**M3 wires**

Drawn at 2 px/um.
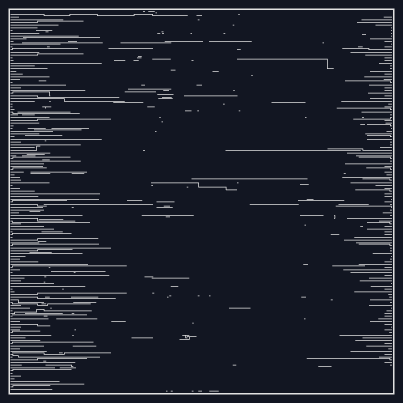
**Routed metal, one color a layer**

Drawn at 1.5 px/um.
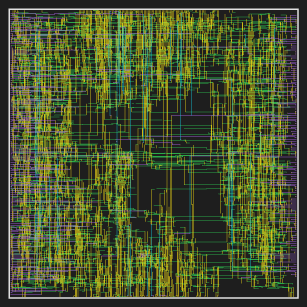
**Clock wires, drivers and flops**

Drawn at 2 px/um.
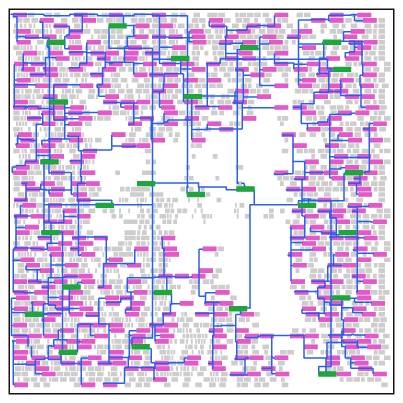
**Logic cells by family**

Drawn at 1.5 px/um.
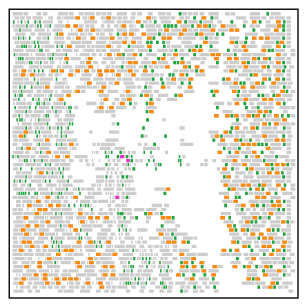
**Clock routing**

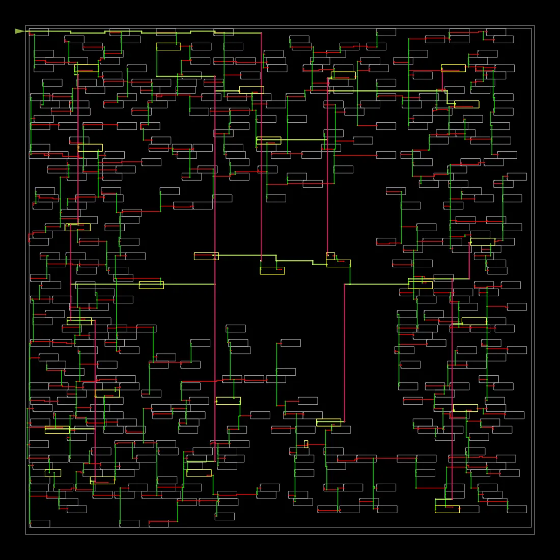
==> src/rtl/lutnn_pkg.sv <==
// Shared constants and state encoding for the LUT-network input/output sequencer.
package lutnn_pkg;

    localparam int NET_INPUTS = 400;
    localparam int NET_OUTPUT = 10;
    localparam int CLASS_W    = $clog2(NET_OUTPUT);

    typedef enum logic [1:0] {
        LOAD   = 2'd0,
        DRAIN  = 2'd1,
        SETTLE = 2'd2,
        OUT    = 2'd3
    } seq_state_t;

endpackage

==> src/rtl/lutnn_prio_enc.sv <==
// Lowest-set-bit priority encoder with all-zero and more-than-one-set flags.
module lutnn_prio_enc #(
    parameter int W     = 10,
    parameter int IDX_W = (W > 1) ? $clog2(W) : 1
) (
    input  logic [W-1:0]     vec_i,
    output logic [IDX_W-1:0] idx_o,
    output logic             none_o,
    output logic             multi_o
);

    // Scan from the top down so the lowest set bit is the last one to win.
    always_comb begin
        idx_o = '0;
        for (int i = W - 1; i >= 0; i--) begin
            if (vec_i[i]) begin
                idx_o = IDX_W'(i);
            end else begin
                idx_o = idx_o;
            end
        end
        none_o  = ~|vec_i;
        multi_o = |(vec_i & (vec_i - W'(1)));
    end

endmodule

==> src/rtl/lutnn_seq.sv <==
// Assembles a streamed image onto the LUT network input, waits a settle time and
// offers the encoded class on a valid/ready channel. Optional counters: LUTNN_SEQ_STATS_EN.
module lutnn_seq #(
    parameter int NET_INPUTS    = lutnn_pkg::NET_INPUTS,
    parameter int NET_OUTPUT    = lutnn_pkg::NET_OUTPUT,
    parameter int WORD_W        = 16,
    parameter int SETTLE_CYCLES = 2
) (
    input  logic                          clk,
    input  logic                          rst,
    input  logic                          s_valid,
    output logic                          s_ready,
    input  logic [WORD_W-1:0]             s_data,
    input  logic                          s_last,
    output logic [NET_INPUTS-1:0]         net_i,
    input  logic [NET_OUTPUT-1:0]         net_o,
    output logic                          m_valid,
    input  logic                          m_ready,
    output logic [$clog2(NET_OUTPUT)-1:0] m_class,
    output logic [NET_OUTPUT-1:0]         m_raw,
    output logic                          m_none,
    output logic                          m_multi,
    output logic                          err_framing
`ifdef LUTNN_SEQ_STATS_EN
    ,
    output logic [15:0]                   stat_images,
    output logic [7:0]                    stat_errs
`endif
);

    import lutnn_pkg::*;

    localparam int N      = NET_INPUTS / WORD_W;
    localparam int CNT_W  = (N > 1) ? $clog2(N) : 1;
    localparam int SET_W  = (SETTLE_CYCLES > 1) ? $clog2(SETTLE_CYCLES) : 1;
    localparam int CLS_W  = $clog2(NET_OUTPUT);
    localparam logic [CNT_W-1:0] LAST_K   = CNT_W'(N - 1);
    localparam logic [SET_W-1:0] SET_LAST = SET_W'(SETTLE_CYCLES - 1);

    generate
        if (NET_INPUTS % WORD_W != 0) begin : g_bad_word_w
            $error("lutnn_seq: NET_INPUTS must be a multiple of WORD_W");
        end
        if (SETTLE_CYCLES < 1) begin : g_bad_settle
            $error("lutnn_seq: SETTLE_CYCLES must be at least 1");
        end
    endgenerate

    seq_state_t              state_q, state_d;
    logic [CNT_W-1:0]        cnt_q, cnt_d;
    logic [SET_W-1:0]        set_q, set_d;
    logic [NET_INPUTS-1:0]   net_q, net_d;
    logic                    m_valid_q, m_valid_d;
    logic [CLS_W-1:0]        m_class_q, m_class_d;
    logic [NET_OUTPUT-1:0]   m_raw_q, m_raw_d;
    logic                    m_none_q, m_none_d;
    logic                    m_multi_q, m_multi_d;
    logic                    err_q, err_d;

    logic [CLS_W-1:0]        enc_idx_s;
    logic                    enc_none_s;
    logic                    enc_multi_s;

    lutnn_prio_enc #(
        .W     (NET_OUTPUT),
        .IDX_W (CLS_W)
    ) u_enc (
        .vec_i   (net_o),
        .idx_o   (enc_idx_s),
        .none_o  (enc_none_s),
        .multi_o (enc_multi_s)
    );

    // Next-state, image assembly, framing checks and result capture.
    always_comb begin
        state_d   = state_q;
        cnt_d     = cnt_q;
        set_d     = set_q;
        net_d     = net_q;
        m_valid_d = m_valid_q;
        m_class_d = m_class_q;
        m_raw_d   = m_raw_q;
        m_none_d  = m_none_q;
        m_multi_d = m_multi_q;
        err_d     = 1'b0;
        case (state_q)
            LOAD: begin
                if (s_valid) begin
                    // Word 0 lands in the MSBs so the image reads in stream order.
                    net_d[NET_INPUTS - 1 - int'(cnt_q) * WORD_W -: WORD_W] = s_data;
                    if (cnt_q == LAST_K) begin
                        cnt_d = '0;
                        if (s_last) begin
                            state_d = SETTLE;
                            set_d   = '0;
                        end else begin
                            err_d   = 1'b1;
                            state_d = DRAIN;
                        end
                    end else if (s_last) begin
                        err_d = 1'b1;
                        cnt_d = '0;
                    end else begin
                        cnt_d = cnt_q + CNT_W'(1);
                    end
                end else begin
                    cnt_d = cnt_q;
                end
            end
            DRAIN: begin
                if (s_valid && s_last) begin
                    state_d = LOAD;
                    cnt_d   = '0;
                end else begin
                    state_d = DRAIN;
                end
            end
            SETTLE: begin
                if (set_q == SET_LAST) begin
                    m_raw_d   = net_o;
                    m_class_d = enc_idx_s;
                    m_none_d  = enc_none_s;
                    m_multi_d = enc_multi_s;
                    m_valid_d = 1'b1;
                    state_d   = OUT;
                end else begin
                    set_d = set_q + SET_W'(1);
                end
            end
            OUT: begin
                if (m_ready) begin
                    m_valid_d = 1'b0;
                    state_d   = LOAD;
                    cnt_d     = '0;
                end else begin
                    state_d = OUT;
                end
            end
            default: begin
                state_d   = LOAD;
                cnt_d     = '0;
                m_valid_d = 1'b0;
            end
        endcase
    end

    // State and output registers.
    always_ff @(posedge clk) begin
        if (rst) begin
            state_q   <= LOAD;
            cnt_q     <= '0;
            set_q     <= '0;
            net_q     <= '0;
            m_valid_q <= 1'b0;
            m_class_q <= '0;
            m_raw_q   <= '0;
            m_none_q  <= 1'b0;
            m_multi_q <= 1'b0;
            err_q     <= 1'b0;
        end else begin
            state_q   <= state_d;
            cnt_q     <= cnt_d;
            set_q     <= set_d;
            net_q     <= net_d;
            m_valid_q <= m_valid_d;
            m_class_q <= m_class_d;
            m_raw_q   <= m_raw_d;
            m_none_q  <= m_none_d;
            m_multi_q <= m_multi_d;
            err_q     <= err_d;
        end
    end

    assign s_ready     = !rst && ((state_q == LOAD) || (state_q == DRAIN));
    assign net_i       = net_q;
    assign m_valid     = m_valid_q;
    assign m_class     = m_class_q;
    assign m_raw       = m_raw_q;
    assign m_none      = m_none_q;
    assign m_multi     = m_multi_q;
    assign err_framing = err_q;

`ifdef LUTNN_SEQ_STATS_EN
    logic [15:0] stat_images_q;
    logic [7:0]  stat_errs_q;

    // Result count wraps; error count saturates.
    always_ff @(posedge clk) begin
        if (rst) begin
            stat_images_q <= 16'd0;
            stat_errs_q   <= 8'd0;
        end else begin
            if (m_valid_q && m_ready) begin
                stat_images_q <= stat_images_q + 16'd1;
            end else begin
                stat_images_q <= stat_images_q;
            end
            if (err_d && (stat_errs_q != 8'd255)) begin
                stat_errs_q <= stat_errs_q + 8'd1;
            end else begin
                stat_errs_q <= stat_errs_q;
            end
        end
    end

    assign stat_images = stat_images_q;
    assign stat_errs   = stat_errs_q;
`endif

endmodule

==> config.mk <==
export PLATFORM = sky130hd
export DESIGN_NAME = lutnn_seq
export DESIGN_NICKNAME = d
export VERILOG_FILES = /design/src/rtl/lutnn_pkg.sv /design/src/rtl/lutnn_prio_enc.sv /design/src/rtl/lutnn_seq.sv
export SDC_FILE = /design/constraint.sdc
export NUM_CORES = 1
export LEC_CHECK = 0
export CORE_UTILIZATION = 45
export CTS_CLUSTER_DIAMETER = 100
export CTS_CLUSTER_SIZE = 20
export DETAILED_ROUTE_END_ITERATION = 12
export PLACE_DENSITY = 0.81
export SLEW_MARGIN = 20
export SYNTH_ARGS = -nofsm -noshare
export SYNTH_HDL_FRONTEND = slang
export SYNTH_SLANG_ARGS = --single-unit
export TNS_END_PERCENT = 20
==> constraint.sdc <==
create_clock -name clk -period 3.2 [get_ports clk]
set_clock_uncertainty 0.05 [all_clocks]
set_input_delay 0.64 -clock clk [delete_from_list [all_inputs] [get_ports clk]]
set_output_delay 0.64 -clock clk [all_outputs]
set_load 0.01 [all_outputs]
==> reports/metrics.cfg <==
[detailed_routing]
vias_per_cell = 5.19
highest_layer = met4
drt-met1-wl_um = 20300
wl_per_cell_um = 20.4

[floorplanning]
die_h_um = 192
die.size.x_um = 192

[placed_design]
dp.cells = 2500

[layout]
nNonClkBuffers = 513
comb_cells = 1093
top_area_cell_class = registers

[run_status]
status = finished clean

[logic_synthesis]
postSynthSeqShare_pct = 52.8
synthDistinctLibCells = 50
synth-simple-area-share_pct = 19.1
syn_area_um2 = 16200
yosys_warnings = 0
ys_sh_xor_pct = 0.271
ff_type = dfxtp_1
top_area_cell = dfxtp_1

[global_routing]
use_met1_pct = 31.1
grt-ovfl-total = 0
grt_pass1_vias = 12900

[sta]
fmax_mhz = 387
slew_violations = 0
fin_setup_tns_ps = 0
final.period_utilization_pct = 80.8
max_slew_margin_pct = 41.3
setup_viol = 0

[worst_setup_path]
worstSetupEndpointType = register
worstPathRequired_ps = 3550
crit_slowest_cell = or4_1
timing.critical_path.max_delay_family = simple AND/OR/NAND/NOR gates
worst-path-buf-inv = 2
r2r-end = net_i[121]

[pwr]
total_power_uw = 9040

[clock_network]
cts_buffer_depth = 3
hold_buffers = 0
ctsRootBufferMaster = clkbuf_16

Notes on 'M3 wires' above:
wire length on this layer	5180 um
share of all routed wire	10%
longest straight run	67.4 um
drt total wl: 51700 um
routed via count: 13100
met3 Resource Use GR: 9.69%

Notes on 'routed metal, one color a layer' above:
color	layer	wire length
green	metal 1	20.3 mm
cyan	metal 4	2250 um
yellow	metal 2	24.0 mm
purple	metal 3	5180 um

Notes on 'clock wires, drivers and flops' above:
[magenta] flip-flops | count: 426
[green] clock drivers | count: 25
[blue] clock wires | length: 4550 um
routed clock nets	26
clock network power share: 34.7%
clk pwr: 3140 uW
Skew-Pair Late Insertion Delay: 570 ps

Notes on 'logic cells by family' above:
color	family	cells
green	NAND gates	445
magenta	AND-OR and OR-AND gates	3
orange	multiplexers	320
fraction of area in multi-input gates: 32.4%
Commonest Layout Cell: clkdlybuf4s50_1
Post-Layout Cell Count: 2530

Notes on 'clock routing' above:
num sequential: 426
CTS Buf Count: 25
clk sinks: 426
clock buffer count: 26

state kept, by name, indices dropped and copies added (netlist names), 2 cells and up:
name / cells
m_raw: 10
m_class: 4
state_q: 2
cnt_q: 5
net_i: 400
how the worst max path moves through the flow:
stage,start,to,depth (start not counted)
after floorplan,cnt_q[0],net_i[389],9
after global placement,s_valid,net_i[399],7
after detailed placement,s_valid,net_i[385],7
after CTS,cnt_q[1],net_i[120],8
after global routing,cnt_q[4],net_i[154],5
final,cnt_q[1],net_i[121],8
power breakdown:
group / switching [uW] / internal [uW]
registers: 15.2 / 5320
logic: 344 / 220
clock network: 1730 / 1410
Power is estimated from default activity; no workload was simulated.
